registers.png
The bar under the picture is 20 um long.
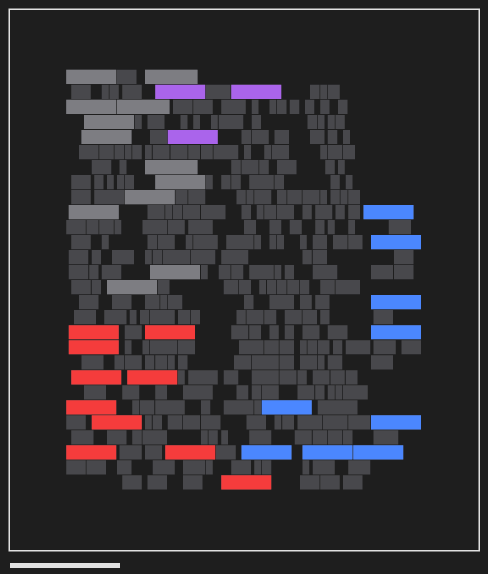
drive_strength.png
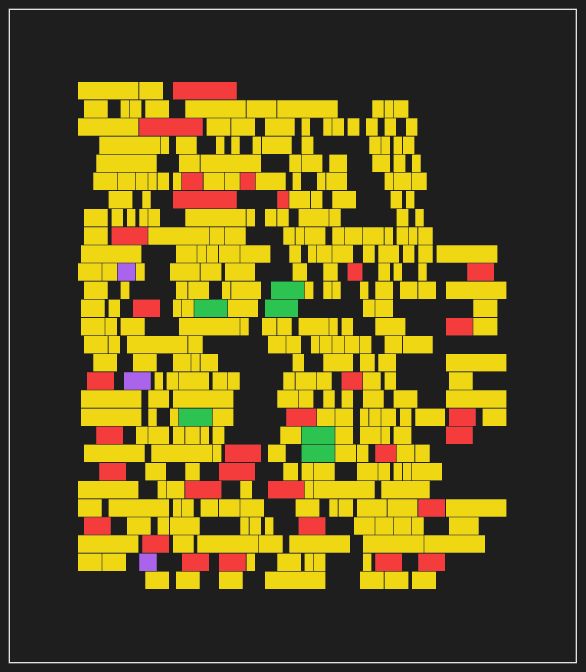
--- config.mk ---
export PLATFORM = sky130hd
export DESIGN_NAME = vga_pos_to_node_locator
export DESIGN_NICKNAME = d
export VERILOG_FILES = /design/src/rtl/vga_pos_to_node_locator.sv
export SDC_FILE = /design/constraint.sdc
export NUM_CORES = 1
export LEC_CHECK = 0
export CORE_ASPECT_RATIO = 1.2
export CORE_MARGIN = 10
export CORE_UTILIZATION = 53
export DETAILED_ROUTE_END_ITERATION = 7
export MAX_ROUTING_LAYER = met4
export PLACE_DENSITY = 0.77
export SLEW_MARGIN = 5
export SYNTH_ARGS = -nofsm -noshare
export SYNTH_HDL_FRONTEND = slang
export SYNTH_SLANG_ARGS = --single-unit
--- constraint.sdc ---
create_clock -name clk -period 5.21 [get_ports clk]
set_input_delay 1.042 -clock clk [delete_from_list [all_inputs] [get_ports clk]]
set_output_delay 1.042 -clock clk [all_outputs]
set_load 0.02 [all_outputs]
--- src/rtl/vga_pos_to_node_locator.sv ---
// Purpose : inverse of the node-count-to-VGA-position mapping. Given a latched
//           cursor coordinate and node count, scans one node slot per clock and
//           reports the first (lowest-index) slot lying under the cursor.
// Ports   :
//   clk        system clock
//   resetn     asynchronous active-low reset
//   req        start a lookup (sampled only when idle)
//   num_nodes  nodes on screen, valid 2..6
//   cursor_x   cursor x pixel, 0..639
//   cursor_y   cursor y pixel, 0..479
//   busy       scan in progress
//   done       one-cycle pulse when hit/node_idx/err are updated
//   hit        cursor lies on a node (held until next done)
//   node_idx   matched slot 0..5, 7 on miss or error (held until next done)
//   err        num_nodes was out of range (held until next done)
module vga_pos_to_node_locator #(
    parameter int unsigned NODE_X     = 160,
    parameter int unsigned HIT_RADIUS = 8
) (
    input  logic       clk,
    input  logic       resetn,
    input  logic       req,
    input  logic [4:0] num_nodes,
    input  logic [9:0] cursor_x,
    input  logic [8:0] cursor_y,
    output logic       busy,
    output logic       done,
    output logic       hit,
    output logic [2:0] node_idx,
    output logic       err
);

    localparam int unsigned DW       = 12;
    localparam logic [2:0]  IDX_NONE = 3'd7;

    typedef enum logic {
        S_IDLE,
        S_SCAN
    } state_t;

    state_t     r_state, w_state_nxt;
    logic [2:0] r_idx, w_idx_nxt;
    logic [2:0] r_n, w_n_nxt;
    logic [9:0] r_cx, w_cx_nxt;
    logic [8:0] r_cy, w_cy_nxt;
    logic       r_err_pend, w_err_pend_nxt;
    logic       r_busy, w_busy_nxt;
    logic       r_done, w_done_nxt;
    logic       r_hit, w_hit_nxt;
    logic [2:0] r_node_idx, w_node_idx_nxt;
    logic       r_err, w_err_nxt;

    logic [8:0]          w_pos;
    logic signed [DW-1:0] w_dx, w_dy, w_adx, w_ady;
    logic                w_slot_match;
    logic                w_n_valid;

    // Fixed y-position of slot k for a screen of n nodes
    function automatic logic [8:0] slot_pos(input logic [2:0] n, input logic [2:0] k);
        logic [8:0] p;
        p = 9'd0;
        case (n)
            3'd2: case (k)
                3'd0: p = 9'd475;  3'd1: p = 9'd5;
                default: p = 9'd0;
            endcase
            3'd3: case (k)
                3'd0: p = 9'd475;  3'd1: p = 9'd240;  3'd2: p = 9'd5;
                default: p = 9'd0;
            endcase
            3'd4: case (k)
                3'd0: p = 9'd475;  3'd1: p = 9'd318;  3'd2: p = 9'd162;
                3'd3: p = 9'd5;
                default: p = 9'd0;
            endcase
            3'd5: case (k)
                3'd0: p = 9'd475;  3'd1: p = 9'd358;  3'd2: p = 9'd240;
                3'd3: p = 9'd122;  3'd4: p = 9'd5;
                default: p = 9'd0;
            endcase
            3'd6: case (k)
                3'd0: p = 9'd473;  3'd1: p = 9'd380;  3'd2: p = 9'd287;
                3'd3: p = 9'd194;  3'd4: p = 9'd101;  3'd5: p = 9'd8;
                default: p = 9'd0;
            endcase
            default: p = 9'd0;
        endcase
        return p;
    endfunction

    // Slot-under-cursor test on the latched coordinate; signed diffs avoid wrap
    always_comb begin
        w_pos        = slot_pos(r_n, r_idx);
        w_dx         = signed'(DW'(r_cx)) - signed'(DW'(NODE_X));
        w_dy         = signed'(DW'(r_cy)) - signed'(DW'(w_pos));
        w_adx        = (w_dx < 0) ? -w_dx : w_dx;
        w_ady        = (w_dy < 0) ? -w_dy : w_dy;
        w_slot_match = (w_adx <= signed'(DW'(HIT_RADIUS))) &&
                       (w_ady <= signed'(DW'(HIT_RADIUS)));
    end

    assign w_n_valid = (num_nodes >= 5'd2) && (num_nodes <= 5'd6);

    // State and datapath register
    always_ff @(posedge clk or negedge resetn) begin
        if (!resetn) begin
            r_state    <= S_IDLE;
            r_idx      <= 3'd0;
            r_n        <= 3'd0;
            r_cx       <= 10'd0;
            r_cy       <= 9'd0;
            r_err_pend <= 1'b0;
            r_busy     <= 1'b0;
            r_done     <= 1'b0;
            r_hit      <= 1'b0;
            r_node_idx <= IDX_NONE;
            r_err      <= 1'b0;
        end else begin
            r_state    <= w_state_nxt;
            r_idx      <= w_idx_nxt;
            r_n        <= w_n_nxt;
            r_cx       <= w_cx_nxt;
            r_cy       <= w_cy_nxt;
            r_err_pend <= w_err_pend_nxt;
            r_busy     <= w_busy_nxt;
            r_done     <= w_done_nxt;
            r_hit      <= w_hit_nxt;
            r_node_idx <= w_node_idx_nxt;
            r_err      <= w_err_nxt;
        end
    end

    // Next-state and next-output logic
    always_comb begin
        w_state_nxt    = r_state;
        w_idx_nxt      = r_idx;
        w_n_nxt        = r_n;
        w_cx_nxt       = r_cx;
        w_cy_nxt       = r_cy;
        w_err_pend_nxt = 1'b0;
        w_busy_nxt     = r_busy;
        w_done_nxt     = 1'b0;
        w_hit_nxt      = r_hit;
        w_node_idx_nxt = r_node_idx;
        w_err_nxt      = r_err;

        case (r_state)
            S_IDLE: begin
                if (r_err_pend) begin
                    // Out-of-range count reported one edge after the request
                    w_done_nxt     = 1'b1;
                    w_err_nxt      = 1'b1;
                    w_hit_nxt      = 1'b0;
                    w_node_idx_nxt = IDX_NONE;
                end else if (req && !r_done) begin
                    w_n_nxt  = 3'(num_nodes);
                    w_cx_nxt = cursor_x;
                    w_cy_nxt = cursor_y;
                    if (w_n_valid) begin
                        w_state_nxt = S_SCAN;
                        w_idx_nxt   = 3'd0;
                        w_busy_nxt  = 1'b1;
                    end else begin
                        w_err_pend_nxt = 1'b1;
                    end
                end
            end
            S_SCAN: begin
                if (w_slot_match) begin
                    w_hit_nxt      = 1'b1;
                    w_node_idx_nxt = r_idx;
                    w_err_nxt      = 1'b0;
                    w_done_nxt     = 1'b1;
                    w_busy_nxt     = 1'b0;
                    w_state_nxt    = S_IDLE;
                end else if (r_idx == r_n - 3'd1) begin
                    w_hit_nxt      = 1'b0;
                    w_node_idx_nxt = IDX_NONE;
                    w_err_nxt      = 1'b0;
                    w_done_nxt     = 1'b1;
                    w_busy_nxt     = 1'b0;
                    w_state_nxt    = S_IDLE;
                end else begin
                    w_idx_nxt = r_idx + 3'd1;
                end
            end
            default: w_state_nxt = S_IDLE;
        endcase
    end

    assign busy     = r_busy;
    assign done     = r_done;
    assign hit      = r_hit;
    assign node_idx = r_node_idx;
    assign err      = r_err;

endmodule

==> reports/qor.csv <==
stage,metric,value,unit
clock_network,Num CTS Buffers,5,
min_path,worst hold-check path type,register to register,
logic_synthesis,gate count after technology mapping,301,
clock_network,"CTS clk-pin slew, worst paths",70,ps
final_layout,dominant class by area,multi-input combinational cells,
floorplanning,Die Y,97.8,um
worst_setup_path,crit path max fanout,15,
grt,vias in the first global route,2329,
worst_setup_path,Critical Path RT,5410,ps
sta,Final Max Slew Viols,0,
clock_network,clk sink count,34,
worst_setup_path,CP endpoint,node_idx[2]$_DFFE_PN1P_,
final_layout,proportion of cell area spent on the clock network,2.91,%
detailed_routing,DRC Markers,0,
detailed_routing,DRT Pass-1 Iters,4,
logic_synthesis,number of enable flip-flop cells,0,
clock_network,Clock Path Buffers,2,
worst_setup_path,crit path kind,register to register,
placed_design,pre-CTS setup slack,649,ps
worst_setup_path,R2R setup slack,600,ps
clock_network,clock tree root buffer cell,clkbuf_8,
final_layout,Fill cells,423,
sta,final hold violation count,0,
sta,endpoints failing setup,0,
worst_setup_path,Setup crit start kind,register,
final_layout,clkbuf count,7,
sta,Clock Skew,6.14,ps
logic_synthesis,Post-Syn Area,2670,um^2
placed_design,PortBufs,33,
min_path,Hold Path Cell Cnt,1,
job,max_cap viols,0,
final_layout,Flop area,855,um^2
clock_network,CTS-repair resized insts,0,
logic_synthesis,Syn Nets,350,
final_layout,Comb gates,238,
outcome,status,"complete, no violations",
placed_design,DP Wirelength,5.05,mm
clock_network,latest clock arrival within the worst-skew pair,280,ps
logic_synthesis,Main synth FF type,dfrtp_1,
worst_setup_path,Worst Setup SP,r_idx[0]$_DFFE_PN0P_,
worst_setup_path,R2R depth,17,
grt,gr usage total,15.9,%
detailed_routing,ANT nets after route,0,
floorplanning,chip area,8300,um^2
grt,antenna violations before repair,0,
sta,Worst-Margin Slew,691,ps
floorplanning,FP Core Util,54.5,%
clock_network,H-tree depth,2,
detailed_routing,WL/cell,17.1,um
sta,setup_tns,0,ps
final_layout,most used logic cell in the final layout,clkdlybuf4s50_1,
floorplanning,Rows,28,
final_layout,most frequent cells in the layout,"clkdlybuf4s50_1 (33), dfrtp_1 (31), nand2_1 (30)",
final_layout,non-clock buffer count,35,
final_layout,logic share of the area,54.6,%
sta,Max-Slew Margin vs Limit,53.9,%
clock_network,TritonCTS clock tree,built,
final_layout,registers,34,
detailed_routing,Vias,2366,
logic_synthesis,post-synth top area cell,dfrtp_1,
sta,unrepaired setup endpoints after global routing,no,
floorplanning,tapcell count,60,
job,OpenROAD warning count,34,
grt,largest net degree at the start of global routing,35,
logic_synthesis,register area share after synthesis,32.0,%
sta,minimum clock period,4610,ps
worst_setup_path,Reg2Reg Capture Point,node_idx[2]$_DFFE_PN1P_,
clock_network,postcts setup bufs,0,
final_layout,flop share of the area,27.2,%
sta,achievable frequency,217,MHz
floorplanning,Die Width,84.8,um
final_layout,NonClk Buf Share,11.0,%
grt,gr ovfl total,0,
logic_synthesis,Yosys chip area,2670,um^2
logic_synthesis,# Cells Yosys,301,
floorplanning,Top Ports,34,
worst_setup_path,Critical Path AT,4810,ps
logic_synthesis,Max-area cell share,29.0,%
grt,first-pass GRT wire length,10.9,mm
clock_network,hold buffers post-CTS,0,
worst_setup_path,r2r startpoint,r_idx[0]$_DFFE_PN0P_,
logic_synthesis,Synth Register Bits,34,
detailed_routing,vias per std cell,6.07,
final_layout,Final Non-Filler Cells,390,
final_layout,logic area,1710,um^2
sta,fin worst setup slack,600,ps
floorplanning,Core Area,4900,um^2
worst_setup_path,CP Capture Type,register,
detailed_routing,Post-Route WL,6.66,mm
logic_synthesis,Synth area leaders,"dfrtp_1 (29%), ha_1 (9.8%), mux2_2 (6.7%)",
placed_design,routability cong.,0.920,
detailed_routing,Iter 0 DRT Violations,283,
logic_synthesis,syn_area_per_cell,8.88,um^2
placed_design,number of instances in the placed design,382,
sta,post-layout period usage,88.5,%
final_layout,layout cells sized above 1,12.1,%
final_layout,ANT cells,0,
Back to the opening pictures, registers.png:
Key: blue = r_cy [sequential cells 9]; purple = r_idx [sequential cells 3]; red = r_cx [sequential cells 10]
Another 12 sequential cells are not coloured.

Back to the opening pictures, drive_strength.png:
Key: yellow = drive 1 or less [cells 290]; green = drive 6 and up [cells 6]; purple = drive 3 to 4 [cells 3]; red = drive 2 [cells 31]

[registers in the layout, summed over array words and instances (netlist names)]
register,count
busy,1
done,1
err,1
hit,1
node_idx,3
r_cx,10
r_cy,9
r_err_pend,1
r_idx,3
r_n,3
r_state,1
[worst max-delay path: stages, from the launching register on]
cell	delay, ps
dfrtp_1	530
inv_1	230
ha_1	490
o21ai_0	150
o21ai_0	100
a22oi_1	110
o41ai_1	150
ha_1	270
inv_1	60
fa_1	430
a21o_1	230
a21oi_2	210
xor2_1	320
o21ai_1	200
nor4_2	310
o221ai_2	240
a21oi_2	270
a2bb2oi_1	220
[cell usage after synthesis, drive strengths merged, types with 4 or more instances]
cell / number
a21o: 6
a21oi: 21
a311oi: 4
a31oi: 7
clkbuf: 12
dfrtp: 31
ha: 21
inv: 14
mux2: 16
nand2: 31
nand3: 14
nor2: 13
nor2b: 5
nor3: 7
o21ai: 22
xnor2: 5
xor2: 6
[per-stage QoR]
stage	util, %	instance area (um^2)
floorplan	-	2670
global placement	62.1	3050
detailed placement	62.1	3050
CTS	64.0	3140
global route	64.0	3140
finish	64.0	3140
[layer usage]
layer | global-route usage [%] | wire length, um
met4 | 4.57 | 124
met1 | 18.8 | 2860
met5 | - | 0
met2 | 26.3 | 3400
met3 | 3.74 | 276
[kinds of logic after synthesis]
group                    share of synthesized area (%)
AND-OR/OR-AND                                     23.9
XOR/XNOR                                          3.60
adder cells (fa/ha/maj)                           10.6
buffers and inverters                             4.16
flip-flops                                        32.0
multiplexers                                      7.86
AND/OR/NAND/NOR                                   18.0
